**src/rtl/trace_pkg.sv**
```systemverilog
// Shared types and layout helpers for the commit trace buffer.
// Entry layout (LSB first): pc, instr, rd_we, rd_addr, rd_data, [ts].
// The timestamp field exists only when TRACE_TIMESTAMP_EN is defined.
package trace_pkg;

    typedef enum logic [1:0] {
        ST_IDLE    = 2'd0,
        ST_CAPTURE = 2'd1,
        ST_FROZEN  = 2'd2
    } state_t;

    localparam int OVF_W = 16;
    localparam int RD_W  = 5;

    // Bit offsets of each field inside a packed entry.
    function automatic int off_pc(int xlen);
        off_pc = 0 * xlen;
    endfunction

    function automatic int off_instr(int xlen);
        off_instr = xlen;
    endfunction

    function automatic int off_we(int xlen);
        off_we = 2 * xlen;
    endfunction

    function automatic int off_addr(int xlen);
        off_addr = 2 * xlen + 1;
    endfunction

    function automatic int off_data(int xlen);
        off_data = 2 * xlen + 1 + RD_W;
    endfunction

    function automatic int off_ts(int xlen);
        off_ts = 3 * xlen + 1 + RD_W;
    endfunction

    // ts_w is 0 when timestamps are compiled out.
    function automatic int entry_w(int xlen, int ts_w);
        entry_w = 3 * xlen + 1 + RD_W + ts_w;
    endfunction

endpackage

```
**src/rtl/commit_trace_buffer_if.sv**
```systemverilog
// Capture/drain bundle between a retiring core, the trace buffer
// and a debug host. master = core/host side, slave = buffer side.
// Ports: capture controls, retire fields, head fields with
// valid/ready, occupancy, drop count, frozen flag and (with
// TRACE_TIMESTAMP_EN) the head timestamp out_ts.
interface commit_trace_buffer_if #(
    parameter int XLEN  = 32,
    parameter int DEPTH = 16
`ifdef TRACE_TIMESTAMP_EN
    ,
    parameter int TS_W  = 16
`endif
);
    localparam int CNT_W = $clog2(DEPTH) + 1;

    logic             enable;
    logic             mode;
    logic             halt_on_full;
    logic             clear;
    logic             retire_valid;
    logic [XLEN-1:0]  pc;
    logic [XLEN-1:0]  instr;
    logic             rd_we;
    logic [4:0]       rd_addr;
    logic [XLEN-1:0]  rd_data;

    logic             out_valid;
    logic             out_ready;
    logic [XLEN-1:0]  out_pc;
    logic [XLEN-1:0]  out_instr;
    logic             out_rd_we;
    logic [4:0]       out_rd_addr;
    logic [XLEN-1:0]  out_rd_data;
    logic [CNT_W-1:0] count;
    logic [15:0]      overflow_cnt;
    logic             frozen;
`ifdef TRACE_TIMESTAMP_EN
    logic [TS_W-1:0]  out_ts;
`endif

    modport master (
        output enable, mode, halt_on_full, clear,
        output retire_valid, pc, instr,
        output rd_we, rd_addr, rd_data, out_ready,
        input  out_valid, out_pc, out_instr,
        input  out_rd_we, out_rd_addr, out_rd_data,
`ifdef TRACE_TIMESTAMP_EN
        input  out_ts,
`endif
        input  count, overflow_cnt, frozen
    );

    modport slave (
        input  enable, mode, halt_on_full, clear,
        input  retire_valid, pc, instr,
        input  rd_we, rd_addr, rd_data, out_ready,
        output out_valid, out_pc, out_instr,
        output out_rd_we, out_rd_addr, out_rd_data,
`ifdef TRACE_TIMESTAMP_EN
        output out_ts,
`endif
        output count, overflow_cnt, frozen
    );

endinterface

```
**src/rtl/trace_fifo.sv**
```systemverilog
// Generic W x DEPTH first-word-fall-through FIFO with flush.
// Ports: i_clk, i_rst (sync, high), i_flush, i_push/i_wdata,
// i_pop, o_rdata (head, combinational), o_valid, o_count.
// The caller guarantees push is legal (not full unless popping).
module trace_fifo #(
    parameter int W     = 8,
    parameter int DEPTH = 16
) (
    input  logic                     i_clk,
    input  logic                     i_rst,
    input  logic                     i_flush,
    input  logic                     i_push,
    input  logic [W-1:0]             i_wdata,
    input  logic                     i_pop,
    output logic [W-1:0]             o_rdata,
    output logic                     o_valid,
    output logic [$clog2(DEPTH):0]   o_count
);
    localparam int AW = $clog2(DEPTH);

    logic [W-1:0]  r_mem [DEPTH];
    logic [AW-1:0] r_wptr;
    logic [AW-1:0] r_rptr;
    logic [AW:0]   r_count;

    // Storage carries no reset; only pointers and count do.
    always_ff @(posedge i_clk) begin
        if (i_push) begin
            r_mem[r_wptr] <= i_wdata;
        end
    end

    always_ff @(posedge i_clk) begin
        if (i_rst || i_flush) begin
            r_wptr  <= '0;
            r_rptr  <= '0;
            r_count <= '0;
        end else begin
            if (i_push) begin
                r_wptr <= r_wptr + 1'b1;
            end
            if (i_pop) begin
                r_rptr <= r_rptr + 1'b1;
            end
            if (i_push && !i_pop) begin
                r_count <= r_count + 1'b1;
            end else if (!i_push && i_pop) begin
                r_count <= r_count - 1'b1;
            end
        end
    end

    assign o_rdata = r_mem[r_rptr];
    assign o_valid = (r_count != '0);
    assign o_count = r_count;

endmodule

```
**src/rtl/commit_trace_buffer.sv**
```systemverilog
// Retire-trace capture: filters committed instructions into a
// circular FWFT buffer drained over valid/ready, counts drops and
// optionally freezes on the first drop. Ports: clock, reset
// (sync, high) and the slave side of commit_trace_buffer_if.
// Macro TRACE_TIMESTAMP_EN adds a per-entry cycle timestamp.
module commit_trace_buffer
    import trace_pkg::*;
#(
    parameter int XLEN  = 32,
    parameter int DEPTH = 16
`ifdef TRACE_TIMESTAMP_EN
    ,
    parameter int TS_W  = 16
`endif
) (
    input  logic                  clock,
    input  logic                  reset,
    commit_trace_buffer_if.slave  bus
);
    localparam int CNT_W = $clog2(DEPTH) + 1;
`ifdef TRACE_TIMESTAMP_EN
    localparam int EW    = entry_w(XLEN, TS_W);
`else
    localparam int EW    = entry_w(XLEN, 0);
`endif
    localparam int O_PC  = off_pc(XLEN);
    localparam int O_IN  = off_instr(XLEN);
    localparam int O_WE  = off_we(XLEN);
    localparam int O_RA  = off_addr(XLEN);
    localparam int O_RD  = off_data(XLEN);

    state_t           r_state;
    state_t           w_next;
    logic [OVF_W-1:0] r_ovf;
    logic             w_cap;
    logic             w_capst;
    logic             w_pop;
    logic             w_push;
    logic             w_drop;
    logic             w_full;
    logic             w_valid;
    logic [CNT_W-1:0] w_count;
    logic [EW-1:0]    w_wdata;
    logic [EW-1:0]    w_rdata;

    // x0 is never a real write, so it is filtered in mode 1.
    assign w_cap = bus.retire_valid
                 & (~bus.mode
                    | (bus.rd_we & (bus.rd_addr != 5'd0)));

    assign w_capst = (r_state == ST_CAPTURE);
    assign w_full  = (w_count == CNT_W'(DEPTH));

    // clear wins over push/pop for the cycle it is asserted.
    assign w_pop  = w_valid & bus.out_ready & ~bus.clear;
    assign w_push = w_capst & w_cap & (~w_full | w_pop)
                  & ~bus.clear;
    assign w_drop = w_capst & w_cap & w_full & ~w_pop
                  & ~bus.clear;

    always_ff @(posedge clock) begin
        if (reset) begin
            r_state <= ST_IDLE;
        end else begin
            r_state <= w_next;
        end
    end

    always_comb begin
        w_next = r_state;
        unique case (r_state)
            ST_IDLE: begin
                if (bus.enable) begin
                    w_next = ST_CAPTURE;
                end
            end
            ST_CAPTURE: begin
                if (!bus.enable) begin
                    w_next = ST_IDLE;
                end else if (w_drop && bus.halt_on_full) begin
                    w_next = ST_FROZEN;
                end
            end
            ST_FROZEN: begin
                if (bus.clear) begin
                    w_next = ST_IDLE;
                end
            end
            default: begin
                w_next = ST_IDLE;
            end
        endcase
    end

    always_ff @(posedge clock) begin
        if (reset || bus.clear) begin
            r_ovf <= '0;
        end else if (w_drop && (r_ovf != '1)) begin
            r_ovf <= r_ovf + 1'b1;
        end
    end

`ifdef TRACE_TIMESTAMP_EN
    logic [TS_W-1:0] r_ts;

    // Free-running; clear leaves the time base alone.
    always_ff @(posedge clock) begin
        if (reset) begin
            r_ts <= '0;
        end else begin
            r_ts <= r_ts + 1'b1;
        end
    end

    assign w_wdata = {r_ts, bus.rd_data, bus.rd_addr,
                      bus.rd_we, bus.instr, bus.pc};
    assign bus.out_ts = w_rdata[off_ts(XLEN) +: TS_W];
`else
    assign w_wdata = {bus.rd_data, bus.rd_addr,
                      bus.rd_we, bus.instr, bus.pc};
`endif

    trace_fifo #(
        .W     (EW),
        .DEPTH (DEPTH)
    ) u_fifo (
        .i_clk   (clock),
        .i_rst   (reset),
        .i_flush (bus.clear),
        .i_push  (w_push),
        .i_wdata (w_wdata),
        .i_pop   (w_pop),
        .o_rdata (w_rdata),
        .o_valid (w_valid),
        .o_count (w_count)
    );

    assign bus.out_valid    = w_valid;
    assign bus.out_pc       = w_rdata[O_PC +: XLEN];
    assign bus.out_instr    = w_rdata[O_IN +: XLEN];
    assign bus.out_rd_we    = w_rdata[O_WE];
    assign bus.out_rd_addr  = w_rdata[O_RA +: RD_W];
    assign bus.out_rd_data  = w_rdata[O_RD +: XLEN];
    assign bus.count        = w_count;
    assign bus.overflow_cnt = r_ovf;
    assign bus.frozen       = (r_state == ST_FROZEN);

endmodule
```
**src/flat_wrapper.sv**
```systemverilog
// flat-port wrapper written by rule: the top's interface ports become plain ports
module commit_trace_buffer_flat import trace_pkg::*;
#(
    parameter int XLEN  = 32,
    parameter int DEPTH = 16

)
  (clock, reset, bus_enable, bus_mode, bus_halt_on_full, bus_clear, bus_retire_valid, bus_pc, bus_instr, bus_rd_we, bus_rd_addr, bus_rd_data, bus_out_ready, bus_out_valid, bus_out_pc, bus_out_instr, bus_out_rd_we, bus_out_rd_addr, bus_out_rd_data, bus_count, bus_overflow_cnt, bus_frozen);
  commit_trace_buffer_if #(.XLEN(XLEN), .DEPTH(DEPTH)) bus_i ();
  input  logic clock;
  input  logic reset;
  input wire logic [$bits(bus_i.enable)-1:0] bus_enable;
  input wire logic [$bits(bus_i.mode)-1:0] bus_mode;
  input wire logic [$bits(bus_i.halt_on_full)-1:0] bus_halt_on_full;
  input wire logic [$bits(bus_i.clear)-1:0] bus_clear;
  input wire logic [$bits(bus_i.retire_valid)-1:0] bus_retire_valid;
  input wire logic [$bits(bus_i.pc)-1:0] bus_pc;
  input wire logic [$bits(bus_i.instr)-1:0] bus_instr;
  input wire logic [$bits(bus_i.rd_we)-1:0] bus_rd_we;
  input wire logic [$bits(bus_i.rd_addr)-1:0] bus_rd_addr;
  input wire logic [$bits(bus_i.rd_data)-1:0] bus_rd_data;
  input wire logic [$bits(bus_i.out_ready)-1:0] bus_out_ready;
  output wire logic [$bits(bus_i.out_valid)-1:0] bus_out_valid;
  output wire logic [$bits(bus_i.out_pc)-1:0] bus_out_pc;
  output wire logic [$bits(bus_i.out_instr)-1:0] bus_out_instr;
  output wire logic [$bits(bus_i.out_rd_we)-1:0] bus_out_rd_we;
  output wire logic [$bits(bus_i.out_rd_addr)-1:0] bus_out_rd_addr;
  output wire logic [$bits(bus_i.out_rd_data)-1:0] bus_out_rd_data;
  output wire logic [$bits(bus_i.count)-1:0] bus_count;
  output wire logic [$bits(bus_i.overflow_cnt)-1:0] bus_overflow_cnt;
  output wire logic [$bits(bus_i.frozen)-1:0] bus_frozen;
  assign bus_i.enable = bus_enable;
  assign bus_i.mode = bus_mode;
  assign bus_i.halt_on_full = bus_halt_on_full;
  assign bus_i.clear = bus_clear;
  assign bus_i.retire_valid = bus_retire_valid;
  assign bus_i.pc = bus_pc;
  assign bus_i.instr = bus_instr;
  assign bus_i.rd_we = bus_rd_we;
  assign bus_i.rd_addr = bus_rd_addr;
  assign bus_i.rd_data = bus_rd_data;
  assign bus_i.out_ready = bus_out_ready;
  assign bus_out_valid = bus_i.out_valid;
  assign bus_out_pc = bus_i.out_pc;
  assign bus_out_instr = bus_i.out_instr;
  assign bus_out_rd_we = bus_i.out_rd_we;
  assign bus_out_rd_addr = bus_i.out_rd_addr;
  assign bus_out_rd_data = bus_i.out_rd_data;
  assign bus_count = bus_i.count;
  assign bus_overflow_cnt = bus_i.overflow_cnt;
  assign bus_frozen = bus_i.frozen;
  commit_trace_buffer #(.XLEN(XLEN), .DEPTH(DEPTH)) u_core (.clock(clock), .reset(reset), .bus(bus_i));
endmodule
```
**config.mk**
```make
export PLATFORM = sky130hd
export DESIGN_NAME = commit_trace_buffer_flat
export DESIGN_NICKNAME = d
export VERILOG_FILES = /design/src/rtl/trace_pkg.sv /design/src/rtl/commit_trace_buffer_if.sv /design/src/rtl/trace_fifo.sv /design/src/rtl/commit_trace_buffer.sv /design/src/flat_wrapper.sv
export SDC_FILE = /design/constraint.sdc
export NUM_CORES = 1
export LEC_CHECK = 0
export CORE_UTILIZATION = 50
export DETAILED_ROUTE_END_ITERATION = 16
export PLACE_DENSITY = 0.74
export RECOVER_POWER = 50
export REMOVE_ABC_BUFFERS = 1
export SYNTH_ARGS = -nofsm -noshare
export SYNTH_HDL_FRONTEND = slang
export SYNTH_SLANG_ARGS = --single-unit
```
**constraint.sdc**
```tcl
create_clock -name clock -period 9.5 [get_ports clock]
set_input_delay 0.95 -clock clock [delete_from_list [all_inputs] [get_ports clock]]
set_output_delay 0.95 -clock clock [all_outputs]
set_load 0.02 [all_outputs]
```
### Routed clock nets over the placement, run 1

Scale bar: 100 um.
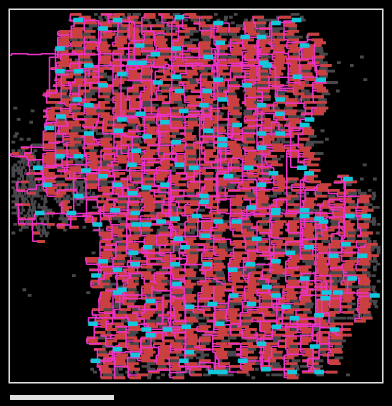
[clock-net drivers] cyan | count: 165
[flip-flops] red | count: 1667
[clock wires] magenta | length: 17400 um
routed clock nets: 166
worst-case clock skew: 0.0344 ns
clock power share: 42.8%
Clk. pwr: 6230 uW

### Metal layers overlaid, run 1

Scale bar: 100 um. Two of the layers only.
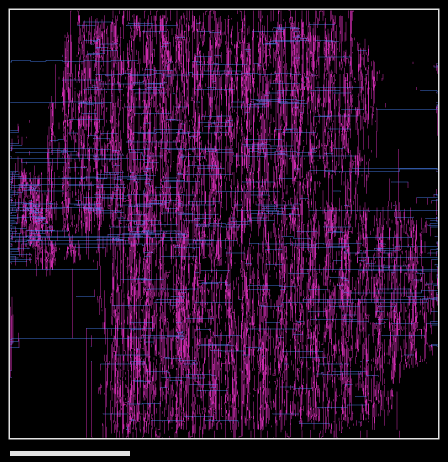
[M3] blue | wire length: 10100 um
[M2] magenta | wire length: 67.5 mm

### Clock wiring as the flow saved it, run 1

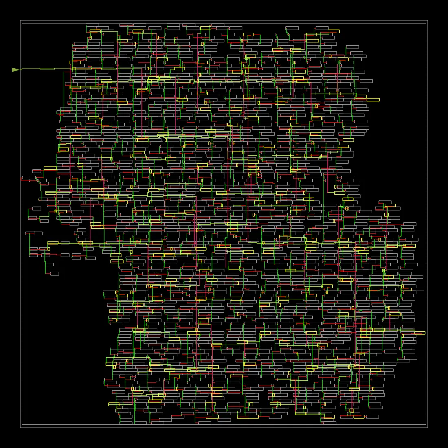
clk_lat worst skew: 0.79 ns
number of clock buffers in the layout: 213
TritonCTS Buffers: 165

### Cell classes on the final placement, run 1

Fill, decap, tap and diode cells in gray.
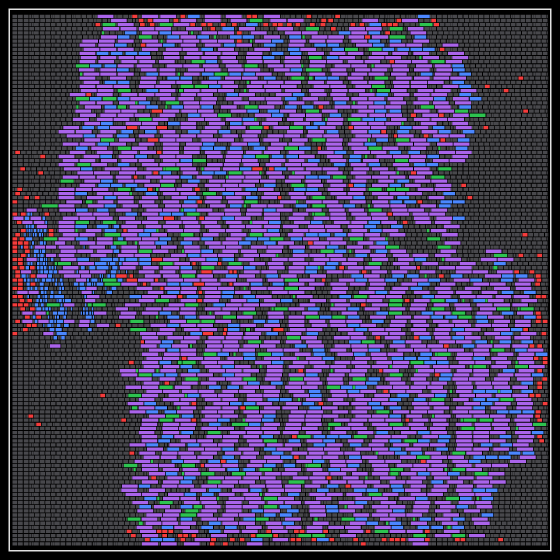
[remaining logic cells] blue | cells: 693 | share of their area: 18%
[remaining buffers and delay cells] red | cells: 270 | share of their area: 3.9%
[registers] purple | cells: 1667 | share of their area: 71%
[clock drivers and dummy loads] green | cells: 294 | share of their area: 7.3%

==> run 1: layout by cell type, fill, tap and decap left out, types with 5 or more instances in the layout <==
cell type / instances
edfxtp_1: 1632
mux4_2: 510
clkbuf_16: 169
dlygate4sd3_1: 125
clkdlybuf4s50_1: 109
clkbuf_1: 43
clkinv_1: 32
dfxtp_1: 31
buf_4: 23
nor2_1: 22
clkinv_2: 22
nand2_1: 20
a21oi_1: 17
buf_12: 13
bufinv_16: 11
o21ai_0: 10
or3_1: 10
ha_1: 10
nor2_4: 9
inv_1: 7
nand3_1: 7
xnor2_1: 7
diode_2: 6
nand4_1: 5
inv_6: 5
==> flow_metrics.py, run 1 <==
# Physical implementation metrics
metrics = {
    "outcome": {
        "outcome": "complete, but fails checks",
        "violations": "capacitance limit, slew limit",
    },
    "floorplanning": {
        "fp.coreArea_sq_um": 124000,
        "die_h_um": 356,
        "chip_area_sq_um": 127000,
        "rows": 129,
        "dieWidth_um": 356,
        "initial_core_util_pct": 50.6,
        "ioPinCount": 235,
        "n_tap_cell": 1637,
    },
    "worst_setup_path": {
        "cp_data_required_time_ns": 8.55,
        "slowest_stage": "dfxtp_4",
        "start_kind": "flip-flop",
        "crit_chain": "buf_4, buf_4, mux4_2, mux4_2, clkdlybuf4s50_1",
        "r2r_slack_ns": 5.11,
        "reg2reg_depth": 5,
        "critPathMaxStageDelay_ns": 0.94,
        "timing.rr.start": "u_core.r_state[1]",
        "critPathMaxFanout": 57,
    },
    "layout": {
        "instances_no_fill": 4567,
        "area_delta_synth_final_pct": 15.3,
        "ff_count": 1667,
        "inv_count": 7,
        "sh_seq_area_pct": 68.7,
        "largest_reg_flops": 1632,
        "regArea_sq_um": 49700,
        "largestClassByArea": "sequential cells",
        "comb_share_pct": 17.5,
        "drive_above_1_share_pct": 26.8,
        "nFillCells": 8377,
        "buffers_excl_clock": 270,
        "logic_area_sq_um": 12700,
        "final-clk-cell-share_pct": 7.10,
        "finalNetCount": 2918,
        "n_antenna_cell": 6,
    },
    "clocking": {
        "cts_setup_buffers": 0,
        "clkTransAtPathRegs_ns": 0.06,
        "cts_buffer_depth": 3,
        "root_buffer": "clkbuf_16",
        "clock_sinks": 1667,
        "hold_buffers": 0,
    },
    "power_and_ir_drop": {
        "power_leader": "registers",
        "p_sw_share_pct": 19.3,
        "p_comb_uw": 243,
        "total_leakage_power_uw": 0.0216,
        "p_int_uw": 11700,
        "p_total_uw": 14500,
        "seqPwrFrac_pct": 55.5,
        "pg_seq_uw": 8080,
    },
    "synthesis": {
        "numSynthFlops": 1667,
        "ys_sh_aoi_pct": 0.502,
        "ys_cells": 2480,
        "ys_sh_mux_pct": 18.3,
        "async_flop_share_pct": 0,
        "ys_seq_share_pct": 79.1,
        "enable_flop_cells": 1632,
        "ys_sh_adder_pct": 0.231,
        "topCellsByArea": "edfxtp_1, mux4_2, dfxtp_1, clkbuf_1, ha_1",
        "synth_area_sq_um": 62800,
    },
    "final_timing": {
        "setup-violations-final": 0,
        "setup_slack_ns": 3.80,
        "rsz0062_at_grt": "no",
        "finalMaxSlewViolations": 15,
        "worst_pin_slew_ns": 1.79,
        "setup_tns_ns": 0,
        "worst_hold_slack_ns": 0.431,
    },
    "global_routing": {
        "grt_use_met1_pct": 30.9,
        "gr-max-usage-layer": "met2",
        "use_met2_pct": 35.0,
        "use_met3_pct": 4.52,
        "grt_pass1_wl_um": 199000,
        "grt_max_degree": 124,
        "antenna_found_initial": 40,
    },
    "min_path": {
        "hold_path.class": "flip-flop to flip-flop",
        "holdPathStages": 1,
    },
    "placed_design": {
        "dp_cells": 4267,
        "place_hpwl_um": 67500,
        "portBuffers": 234,
        "pre_cts_ws_ns": 3.77,
    },
    "flow_run": {
        "tool_warnings": 41,
        "cap_violations": 2,
    },
    "routing": {
        "wire_per_inst_um": 29.8,
        "drt.antenna.violating_nets": 0,
        "wl_met1_um": 56200,
    },
}
### Sequential cells grouped by signal name, run 1

Scale bar: 100 um.
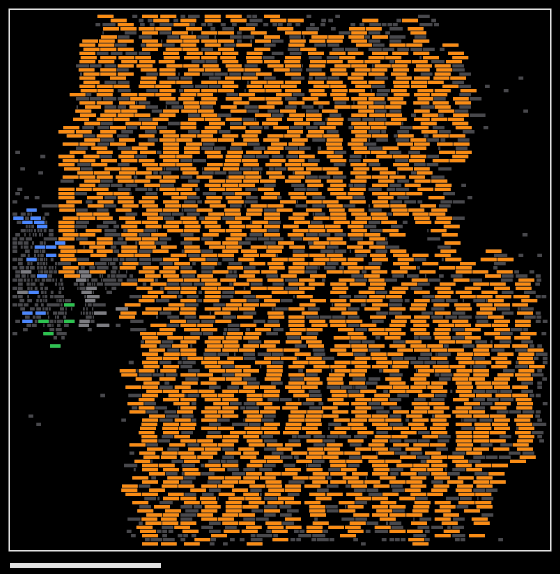

--- run 2 (diff from run 1) ---
==> constraint.sdc (replaced) <==
create_clock -name clock -period 5.2 [get_ports clock]
set_input_delay 0.52 -clock clock [delete_from_list [all_inputs] [get_ports clock]]
set_output_delay 0.52 -clock clock [all_outputs]
set_load 0.02 [all_outputs]
### Sequential cells grouped by signal name, run 2

Scale bar: 100 um.
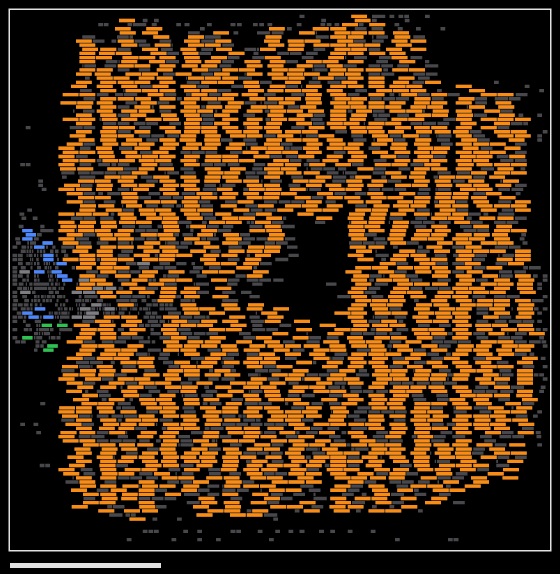
[u_core.bus.overflow_cnt] blue | flops: 16 | where: west
[u_core.u_fifo.o_count] green | flops: 5 | where: west
[u_core.u_fifo.r_mem] orange | flops: 1632 | where: spread over the die
not colored: 14
Flop area: 49700 sq um
final core occ: 59.0%
Seq area share: 68.0%

==> flow_metrics.py, run 2 <==
# Physical implementation metrics
metrics = {
    "power_and_ir_drop": {
        "p_total_uw": 26200,
        "total_leakage_power_uw": 0.0219,
    },
    "clocking": {
        "clkTransAtPathRegs_ns": 0.06,
        "cts_setup_buffers": 0,
        "clock_sinks": 1667,
        "clkLatencyLatePin_ns": 0.76,
    },
    "floorplanning": {
        "initial_core_util_pct": 50.6,
        "rows": 129,
        "die_h_um": 356,
        "chip_area_sq_um": 127000,
    },
    "placed_design": {
        "dp_cells": 4320,
        "portBuffers": 234,
    },
    "layout": {
        "final_common_cell": "edfxtp_1",
        "finalNetCount": 2967,
        "drive_above_1_share_pct": 27.6,
        "area_delta_synth_final_pct": 16.5,
        "lay_top_cells": "edfxtp_1, mux4_2, clkbuf_16, dlygate4sd3_1, clkdlybuf4s50_1",
    },
    "min_path": {
        "hold_path.class": "primary input to flip-flop",
        "holdPathStages": 3,
    },
    "final_timing": {
        "worst_pin_slew_ns": 1.33,
        "setup_slack_ns": 0.855,
        "worst_hold_slack_ns": 0.357,
        "finalMaxSlewViolations": 0,
    },
    "synthesis": {
        "async_flop_share_pct": 0,
        "ys_seq_share_pct": 79.1,
        "enable_flop_cells": 1632,
        "ys_cells": 2480,
        "synth_area_sq_um": 62800,
    },
    "worst_setup_path": {
        "timing.rr.start": "u_core.r_state[1]",
        "crit_chain": "buf_12, buf_4, mux4_2, mux4_2, clkdlybuf4s50_1",
        "critPathMaxStageDelay_ns": 0.59,
        "cp_data_required_time_ns": 4.68,
    },
    "global_routing": {
        "gr-max-usage-layer": "met2",
        "antenna_found_initial": 32,
        "grt_use_met1_pct": 31.5,
    },
    "flow_run": {
        "tool_warnings": 32,
    },
    "outcome": {
        "outcome": "finished clean",
    },
    "routing": {
        "wire_per_inst_um": 30.0,
    },
}
-- run 2: cell families (layout without fill, tap and decap cells) --
group,after synthesis,count (layout),share of synthesized area [%]
compound gates,46,46,0.502
xor+xnor,10,10,0.139
fa+ha+maj,11,11,0.231
buf+inv,127,620,0.791
flops,1667,1667,79.1
mux,513,513,18.3
other cells,0,13,0
simple gates,106,106,0.868
-- run 2: power by group --
| group | switching [uW] | internal [uW] |
|---|---|---|
| Sequential | 6.60 | 14800 |
| Clock | 4790 | 6230 |
| Combinational | 284 | 171 |
-- run 2: area by class of cell --
type,count,area [sq um]
Sequential cell,1667,49700
Clock inverter,71,586
Tap cell,1637,2050
Fill cell,8314,51000
Multi-Input combinational cell,686,12700
Inverter,7,26.3
Clock buffer,219,4360
Timing Repair Buffer,323,3720
Antenna cell,13,32.5
Power and IR drop assume default switching activity.
